File: src/rtl/i2c_master_seq.sv
// rtl/i2c_master_seq.sv - I2C master command sequencer driving open-drain SCL/SDA enables
// Optional clock stretching when I2C_CLOCK_STRETCH_EN is defined.
module i2c_master_seq #(
   parameter int CTR_WIDTH = 16
) (
   input  logic                 clk,
   input  logic                 reset,
   input  logic [CTR_WIDTH-1:0] dbl_clock_divisor,
   input  logic                 cmd_valid,
   output logic                 cmd_ready,
   input  logic [2:0]           cmd,
   input  logic [7:0]           cmd_data,
   input  logic                 cmd_nack,
   output logic                 rsp_valid,
   output logic [7:0]           rsp_data,
   output logic                 rsp_nack,
   output logic                 rsp_err,
   output logic                 scl_out,
   output logic                 sda_out,
   input  logic                 scl_in,
   input  logic                 sda_in,
   output logic                 bus_owned
);

   localparam logic [2:0] CMD_START   = 3'd0;
   localparam logic [2:0] CMD_RESTART = 3'd1;
   localparam logic [2:0] CMD_STOP    = 3'd2;
   localparam logic [2:0] CMD_WRITE   = 3'd3;
   localparam logic [2:0] CMD_READ    = 3'd4;

   typedef enum logic [3:0] {
      K_IDLE,
      K_RSTART1,
      K_RSTART2,
      K_START1,
      K_START2,
      K_BIT_LOW,
      K_BIT_HIGH,
      K_HOLD,
      K_STOP1,
      K_STOP2,
      K_STOP3
   } state_t;

   state_t               state;
   logic [CTR_WIDTH-1:0] ctr;
   logic [CTR_WIDTH-1:0] div;
   logic [3:0]           bit_cnt;
   logic [8:0]           tx;
   logic [7:0]           rx;
   logic                 ack_bit;
   logic                 legal;
   logic                 stretch;
   logic [8:0]           tx_init;

`ifdef I2C_CLOCK_STRETCH_EN
   // A slave holding SCL low while we release it freezes the phase.
   assign stretch = scl_out && !scl_in;
`else
   logic unused_scl_in;
   assign unused_scl_in = scl_in;
   assign stretch       = 1'b0;
`endif

   // Bits 1-8 then bit 9; the side not driving a bit leaves SDA released.
   assign tx_init = (cmd == CMD_WRITE) ? {cmd_data, 1'b1} : {8'hFF, cmd_nack};

   always_comb begin
      legal = 1'b0;
      case (cmd)
         CMD_START:                                   legal = !bus_owned;
         CMD_RESTART, CMD_STOP, CMD_WRITE, CMD_READ:  legal = bus_owned;
         default:                                     legal = 1'b0;
      endcase
   end

   always_ff @(posedge clk) begin
      if (reset) begin
         state     <= K_IDLE;
         ctr       <= '0;
         div       <= '0;
         bit_cnt   <= '0;
         tx        <= '0;
         rx        <= '0;
         ack_bit   <= 1'b0;
         cmd_ready <= 1'b1;
         rsp_valid <= 1'b0;
         rsp_data  <= '0;
         rsp_nack  <= 1'b0;
         rsp_err   <= 1'b0;
         scl_out   <= 1'b1;
         sda_out   <= 1'b1;
         bus_owned <= 1'b0;
      end else begin
         rsp_valid <= 1'b0;
         if (state == K_IDLE) begin
            if (cmd_valid && cmd_ready) begin
               ctr <= '0;
               div <= dbl_clock_divisor;
               if (!legal) begin
                  rsp_valid <= 1'b1;
                  rsp_err   <= 1'b1;
                  rsp_data  <= '0;
                  rsp_nack  <= 1'b0;
               end else begin
                  cmd_ready <= 1'b0;
                  case (cmd)
                     CMD_START: begin
                        state   <= K_START1;
                        scl_out <= 1'b1;
                        sda_out <= 1'b0;
                     end
                     CMD_RESTART: begin
                        state   <= K_RSTART1;
                        scl_out <= 1'b0;
                        sda_out <= 1'b1;
                     end
                     CMD_STOP: begin
                        state   <= K_STOP1;
                        scl_out <= 1'b0;
                        sda_out <= 1'b0;
                     end
                     default: begin
                        state   <= K_BIT_LOW;
                        scl_out <= 1'b0;
                        sda_out <= tx_init[8];
                        tx      <= {tx_init[7:0], 1'b0};
                        bit_cnt <= '0;
                        rx      <= '0;
                     end
                  endcase
               end
            end
         end else if (stretch) begin
            ctr <= '0;
         end else if (ctr != div) begin
            ctr <= ctr + 1'b1;
         end else begin
            ctr <= '0;
            case (state)
               K_RSTART1: begin
                  state   <= K_RSTART2;
                  scl_out <= 1'b1;
                  sda_out <= 1'b1;
               end
               K_RSTART2: begin
                  state   <= K_START1;
                  scl_out <= 1'b1;
                  sda_out <= 1'b0;
               end
               K_START1: begin
                  state   <= K_START2;
                  scl_out <= 1'b0;
                  sda_out <= 1'b0;
               end
               K_START2: begin
                  state     <= K_IDLE;
                  bus_owned <= 1'b1;
                  cmd_ready <= 1'b1;
                  rsp_valid <= 1'b1;
                  rsp_err   <= 1'b0;
                  rsp_data  <= '0;
                  rsp_nack  <= 1'b0;
               end
               K_BIT_LOW: begin
                  state   <= K_BIT_HIGH;
                  scl_out <= 1'b1;
               end
               K_BIT_HIGH: begin
                  scl_out <= 1'b0;
                  if (bit_cnt == 4'd8) begin
                     state   <= K_HOLD;
                     ack_bit <= sda_in;
                  end else begin
                     state   <= K_BIT_LOW;
                     rx      <= {rx[6:0], sda_in};
                     bit_cnt <= bit_cnt + 4'd1;
                     sda_out <= tx[8];
                     tx      <= {tx[7:0], 1'b0};
                  end
               end
               K_HOLD: begin
                  state     <= K_IDLE;
                  cmd_ready <= 1'b1;
                  rsp_valid <= 1'b1;
                  rsp_err   <= 1'b0;
                  rsp_data  <= rx;
                  rsp_nack  <= ack_bit;
               end
               K_STOP1: begin
                  state   <= K_STOP2;
                  scl_out <= 1'b1;
                  sda_out <= 1'b0;
               end
               K_STOP2: begin
                  state   <= K_STOP3;
                  scl_out <= 1'b1;
                  sda_out <= 1'b1;
               end
               K_STOP3: begin
                  state     <= K_IDLE;
                  bus_owned <= 1'b0;
                  cmd_ready <= 1'b1;
                  rsp_valid <= 1'b1;
                  rsp_err   <= 1'b0;
                  rsp_data  <= '0;
                  rsp_nack  <= 1'b0;
               end
               default: state <= K_IDLE;
            endcase
         end
      end
   end

endmodule
File: config.mk
export PLATFORM = sky130hd
export DESIGN_NAME = i2c_master_seq
export DESIGN_NICKNAME = d
export VERILOG_FILES = /design/src/rtl/i2c_master_seq.sv
export SDC_FILE = /design/constraint.sdc
export NUM_CORES = 1
export LEC_CHECK = 0
export CAP_MARGIN = 20
export CORE_ASPECT_RATIO = 0.9
export CORE_UTILIZATION = 55
export DETAILED_ROUTE_END_ITERATION = 16
export PLACE_DENSITY = 0.78
export SYNTH_ARGS = -nofsm -noshare
export SYNTH_HDL_FRONTEND = slang
export SYNTH_SLANG_ARGS = --single-unit
File: constraint.sdc
create_clock -name clk -period 2.3 [get_ports clk]
set_input_delay 0.46 -clock clk [delete_from_list [all_inputs] [get_ports clk]]
set_output_delay 0.46 -clock clk [all_outputs]
set_load 0.05 [all_outputs]
Run 1, I/O nets highlighted:
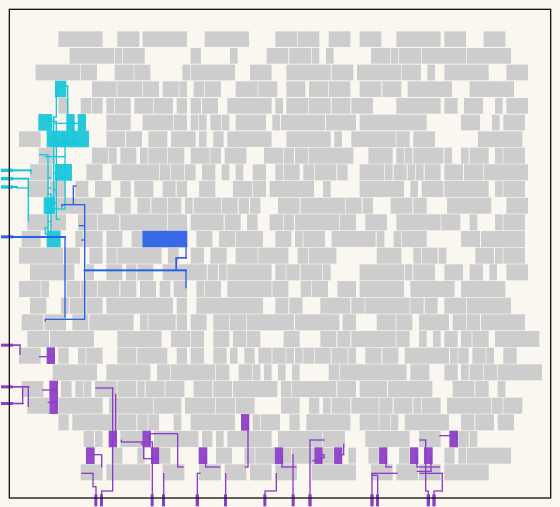
- dbl_clock_divisor: purple (bits 16; direction input; end cells 16; buffers 16; wire 196 um)
- cmd: cyan (bits 3; direction input; end cells 9; buffers 6; wire 139 um)
- bus_owned: blue (bits 1; direction output; end cells 1; buffers 1; wire 81.3 um)

Run 1, wiring heat map:
Scale bar: 20 um. The die is cut into 18 by 16 equal tiles; dark purple is low, yellow is high, scaled to the fullest tile. Values are wire area over tile area, all layers added.
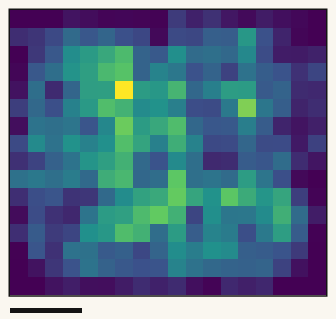
- mean over tiles: 0.21
- fullest tile: 0.66
- tiles over half the peak: 20%
- densest ninth of the die: middle
- nearly empty tiles: 8.7%

==> results.ini, run 1 <==
[die]
die_x_um=88.18
dieHeight_um=79.56
ios=48
die_area_um2=7015

[worst_setup_path]
path_cells=clkdlybuf4s50_1, or3_1, o31ai_4, nor2_2, a211oi_2, buf_4, mux2_2
end_kind=register
path_class=in -> reg
crit_family=buffers and inverters
cp-startpoint=cmd[2]
cp-endpoint=rx[5]
cp_max_fo=7

[grt]
grt_overflow=0
antenna_found_initial=0
grt_max_degree=39
grt_pass1_vias=3207

[logic_synthesis]
common_cells=nand2_1 (75), dfxtp_1 (72), a21oi_1 (28)
async_flop_share=0
synth_flops=72
edf_count=0
syn_nets=465
synthCells=429
ys_sh_aoi=0.1974
yosysTopAreaCellShare=0.3921
ys_area_um2=3676
flop_cell=dfxtp_1
ys_seq_share=0.3921
synthTopLogicFamily=simple AND/OR/NAND/NOR gates
synth_cell_types=61

[hold_path]
min_to=rsp_data[2]
min_path_cells=2
worstHoldStart=rsp_data[2]
holdCritPathClass=reg -> reg

[routing]
totalWireLength_um=9032
dr_wl_met2_um=4310
drt_iter0_markers=238
wl_met3_um=506
highest_layer=met4
drc_errors=0
ant_nets=0
met1_length_um=4115
via_count=3517
viasPerCell=5.941

[clock_network]
clock-sinks=72
path_clk_slew_ns=0.08
clkLatencyLatePin_ns=0.35
cts_buffers=9
cts_buffer_depth=2
cts_resized=0

[placed_design]
place_congestion=0.8984
hpwl_um=6360

[sta]
finalClockPeriodUsage=0.9510
finalHoldViolations=0
max_freq_mhz=457.2
final-setup-viol-count=0
hold_slack_ns=0.4560

[finish]
nFillCells=497
final_common_cell=nand2_1
instances_no_fill=592
most-common-layout-cells=nand2_1 (75), dfxtp_1 (71), clkdlybuf4s50_1 (46)
areaGrowthSynthToFinish_pct=29.37

[power_and_ir_drop]
leakage_nw=1.792
ir_drop_uv=965.7
power_w=0.004962

[status]
status=complete, no violations

[flow_run]
openroad.warnings=28

Run 1, track usage over the die:
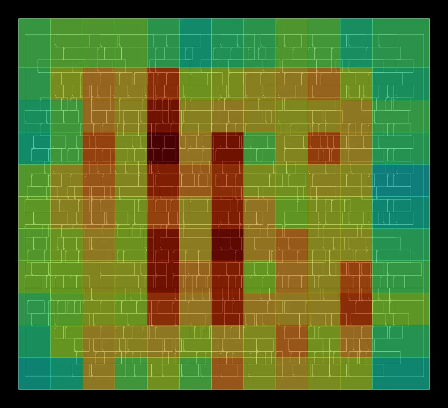
Core Util, Final: 0.7569
met1 global-route usage: 0.3547
GR peak layer: met2
wire length per cell: 15.26 um
met2 usage: 0.4354

## run 1: layout make-up
class	count	area (um^2)	area share
tap	87	108.9	0.02289
inverter	10	37.54	0.007893
timing repair buffer	89	820.8	0.1726
sequential	72	1443	0.3033
clock inverter	6	137.6	0.02894
multi-input combinational	318	2081	0.4375
clock buffer	10	127.6	0.02683
## run 1: registers in the layout, indices dropped and copies added (netlist names)
register	count
bit_cnt	4
bus_owned	1
rx	8
state	4
rsp_valid	1
scl_out	1
tx	8
rsp_nack	1
div	16
ctr	16
rsp_data	8
sda_out	1
ack_bit	1
cmd_ready	1
rsp_err	1
## run 1: power breakdown
part	switching, W	leakage [nW]	total, W	internal (W)
registers	0.000140	0.585	0.00154	0.00140
clock network	0.000502	0.131	0.00134	0.000839
logic	0.00119	1.08	0.00208	0.000891
==> run 1 -> run 2 <==
CORE_UTILIZATION = 57   (was 55)
CTS_BUF_LIST = sky130_fd_sc_hd__clkbuf_8   (was unset)
GPL_TIMING_DRIVEN = 1   (was unset)
PLACE_DENSITY = 0.8   (was 0.78)
Run 2, I/O nets highlighted:
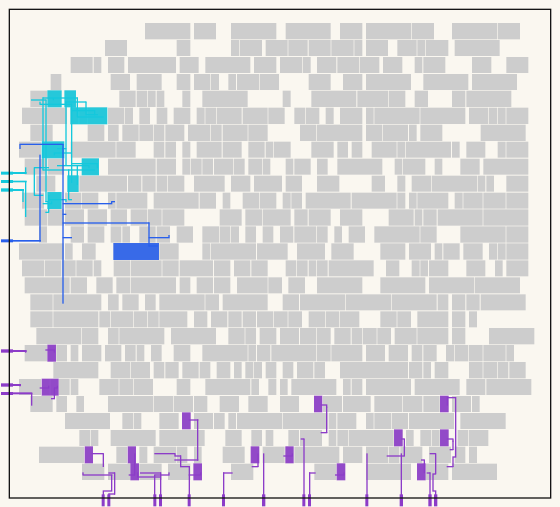
- cmd: cyan (bits 3; direction input; end cells 9; buffers 6; wire 146 um)
- dbl_clock_divisor: purple (bits 16; direction input; end cells 16; buffers 16; wire 171 um)
- bus_owned: blue (bits 1; direction output; end cells 1; buffers 1; wire 84.2 um)
IO Pins: 48
number of port buffers: 46

==> run 2 against run 1 <==
Against the previous run:
- combinational power down 2%
- fmax decreased by 0.94%
- clock skew is essentially flat
- via count is 1.4% lower
- worst hold slack better by 0.0044 ns
- sequential share of layout area increased by 0.53 points
- non-clock buffer count grew 3
- critical endpoint is now rsp_valid
- largest cell class unchanged
- highest routed layer unchanged
==> results.ini, run 2 <==
[status]
status=complete, no violations

[clock_network]
cts_buffers=9
clkLatencyLatePin_ns=0.34
clock-sinks=72
root_buffer=clkbuf_8
cts_resized=0
path_clk_slew_ns=0.08
cts_buffer_depth=2

[die]
die_x_um=86.65
floorplan.core_util=0.5946
dieHeight_um=78.19
tap_cells=87
coreArea_um2=6182
die_area_um2=6775

[logic_synthesis]
common_cells=nand2_1 (75), dfxtp_1 (72), a21oi_1 (28)
ys_seq_share=0.3921
syn_nets=465
edf_count=0
synth_flops=72
async_flop_share=0
xor_share=0.04765
mux_share=0.06739
synthCells=429
yosysCellCount=429
yosysTopAreaCellShare=0.3921
synthTopLogicFamily=simple AND/OR/NAND/NOR gates
avgSynthCellArea_um2=8.569
ys_area_um2=3676
synth_cell_types=61
area_leaders=dfxtp_1 (39%), nand2_1 (7.7%), mux2i_1 (4.9%)
top_area_cell=dfxtp_1
flop_cell=dfxtp_1
ys_sh_aoi=0.1974

[routing]
drt_iter0_markers=286
via_count=3468
ant_nets=0
drc_errors=0
totalWireLength_um=8838
viasPerCell=5.829
wire_per_inst_um=14.85

[finish]
comb_share=0.4438
most-common-layout-cells=nand2_1 (75), dfxtp_1 (71), clkdlybuf4s50_1 (46), buf_4 (46), a21oi_1 (28)
nFillCells=457
areaGrowthSynthToFinish_pct=27.16
final_common_cell=nand2_1
mi_logic_area_um2=2074
ff_count=72
finalInstanceArea_um2=4674
dominant-cell-class=combinational gates
clock_area_frac=0.04390
inverters=10
reg_top3=ctr x16, div x16
final_util=0.7561
buffers=92
instances_no_fill=595
drive_above_1_share=0.1654
seq_share=0.3086
seq_area_um2=1443
area_share_nonclk_buffers=0.1724
n_clock_buffer=10
logic_gate_count=318

[power_and_ir_drop]
intPower_w=0.002788
clk-power_w=0.00103
power_frac_comb=0.439
comb_cell_power_w=0.00203
p_per_area_nw_per_um2=987.3
clock_power_share=0.224
ir_drop_uv=744.9
power_switching_w=0.001827
leakage_nw=1.767
maxPowerGroup=combinational logic
p_seq_frac=0.337
pg_seq_w=0.00156
p_sw_frac=0.3959
power_w=0.004615

[sta]
hold_slack_ns=0.4603
final-setup-viol-count=0
layout_min_cycle_time_ns=2.208
finalHoldViolations=0
max_freq_mhz=452.9
finalClockPeriodUsage=0.9600
slew_violations=0

[grt]
grt_busiest_layer=met2
grt_max_degree=20
grt_overflow=0
met3_usage=0.04837
grt_pass1_vias=3267
antenna_found_initial=0
met2_usage=0.4524
use_met1=0.3786

[worst_setup_path]
path_class=in -> reg
cp_max_fo=10
path_cells=clkdlybuf4s50_1, or3_1, and3_1, or3_1, a22oi_4, and2_1
critPathArrivalTime_ns=2.50
required_ns=2.59
path_common_cell=or3_1
end_kind=register
crit_family=simple AND/OR/NAND/NOR gates

[placed_design]
placed_area_um2=4456
dpl.cell_count=579
place_congestion=0.8573
hpwl_um=6352

[hold_path]
holdCritPathClass=reg -> reg

[flow_run]
openroad.warnings=28

Run 2, wiring heat map:
Scale bar: 20 um. The die is cut into 17 by 16 equal tiles; dark purple is low, yellow is high, scaled to the fullest tile. Values are wire area over tile area, all layers added.
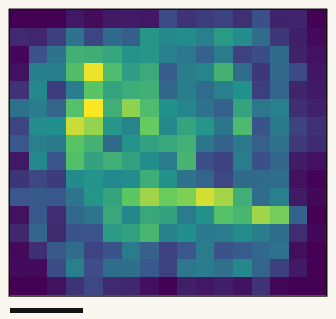
- densest ninth of the die: middle
- tiles over half the peak: 24%
- nearly empty tiles: 5.9%
- mean over tiles: 0.21
- fullest tile: 0.59

[run 2: logic make-up after synthesis]
kind of cell    after synthesis
compound gates              103
buf+inv                      39
flops                        72
simple gates                168
xor+xnor                     20
mux                          24
fa+ha+maj                     3
[run 2: final timing paths]
| kind | from | to | slack [ns] | cells past startpoint |
|---|---|---|---|---|
| worst min-delay path | rsp_data[2] | rsp_data[2] | 0.46 | 2 |
| worst min register to register | rsp_data[2] | rsp_data[2] | 0.46 | 2 |
| worst max-delay path | cmd[2] | rsp_valid | 0.09 | 6 |
| worst max register to register | ctr[5] | rx[7] | 0.18 | 7 |
[run 2: routing by layer]
layer  vias up  part of all wire
met2       105              0.47
met3        11             0.052
met1      1637              0.46
li1       1715                 -
met5         -                 0
met4         0             0.013
Power figures rest on the tool's default switching activity, not on a simulated workload.
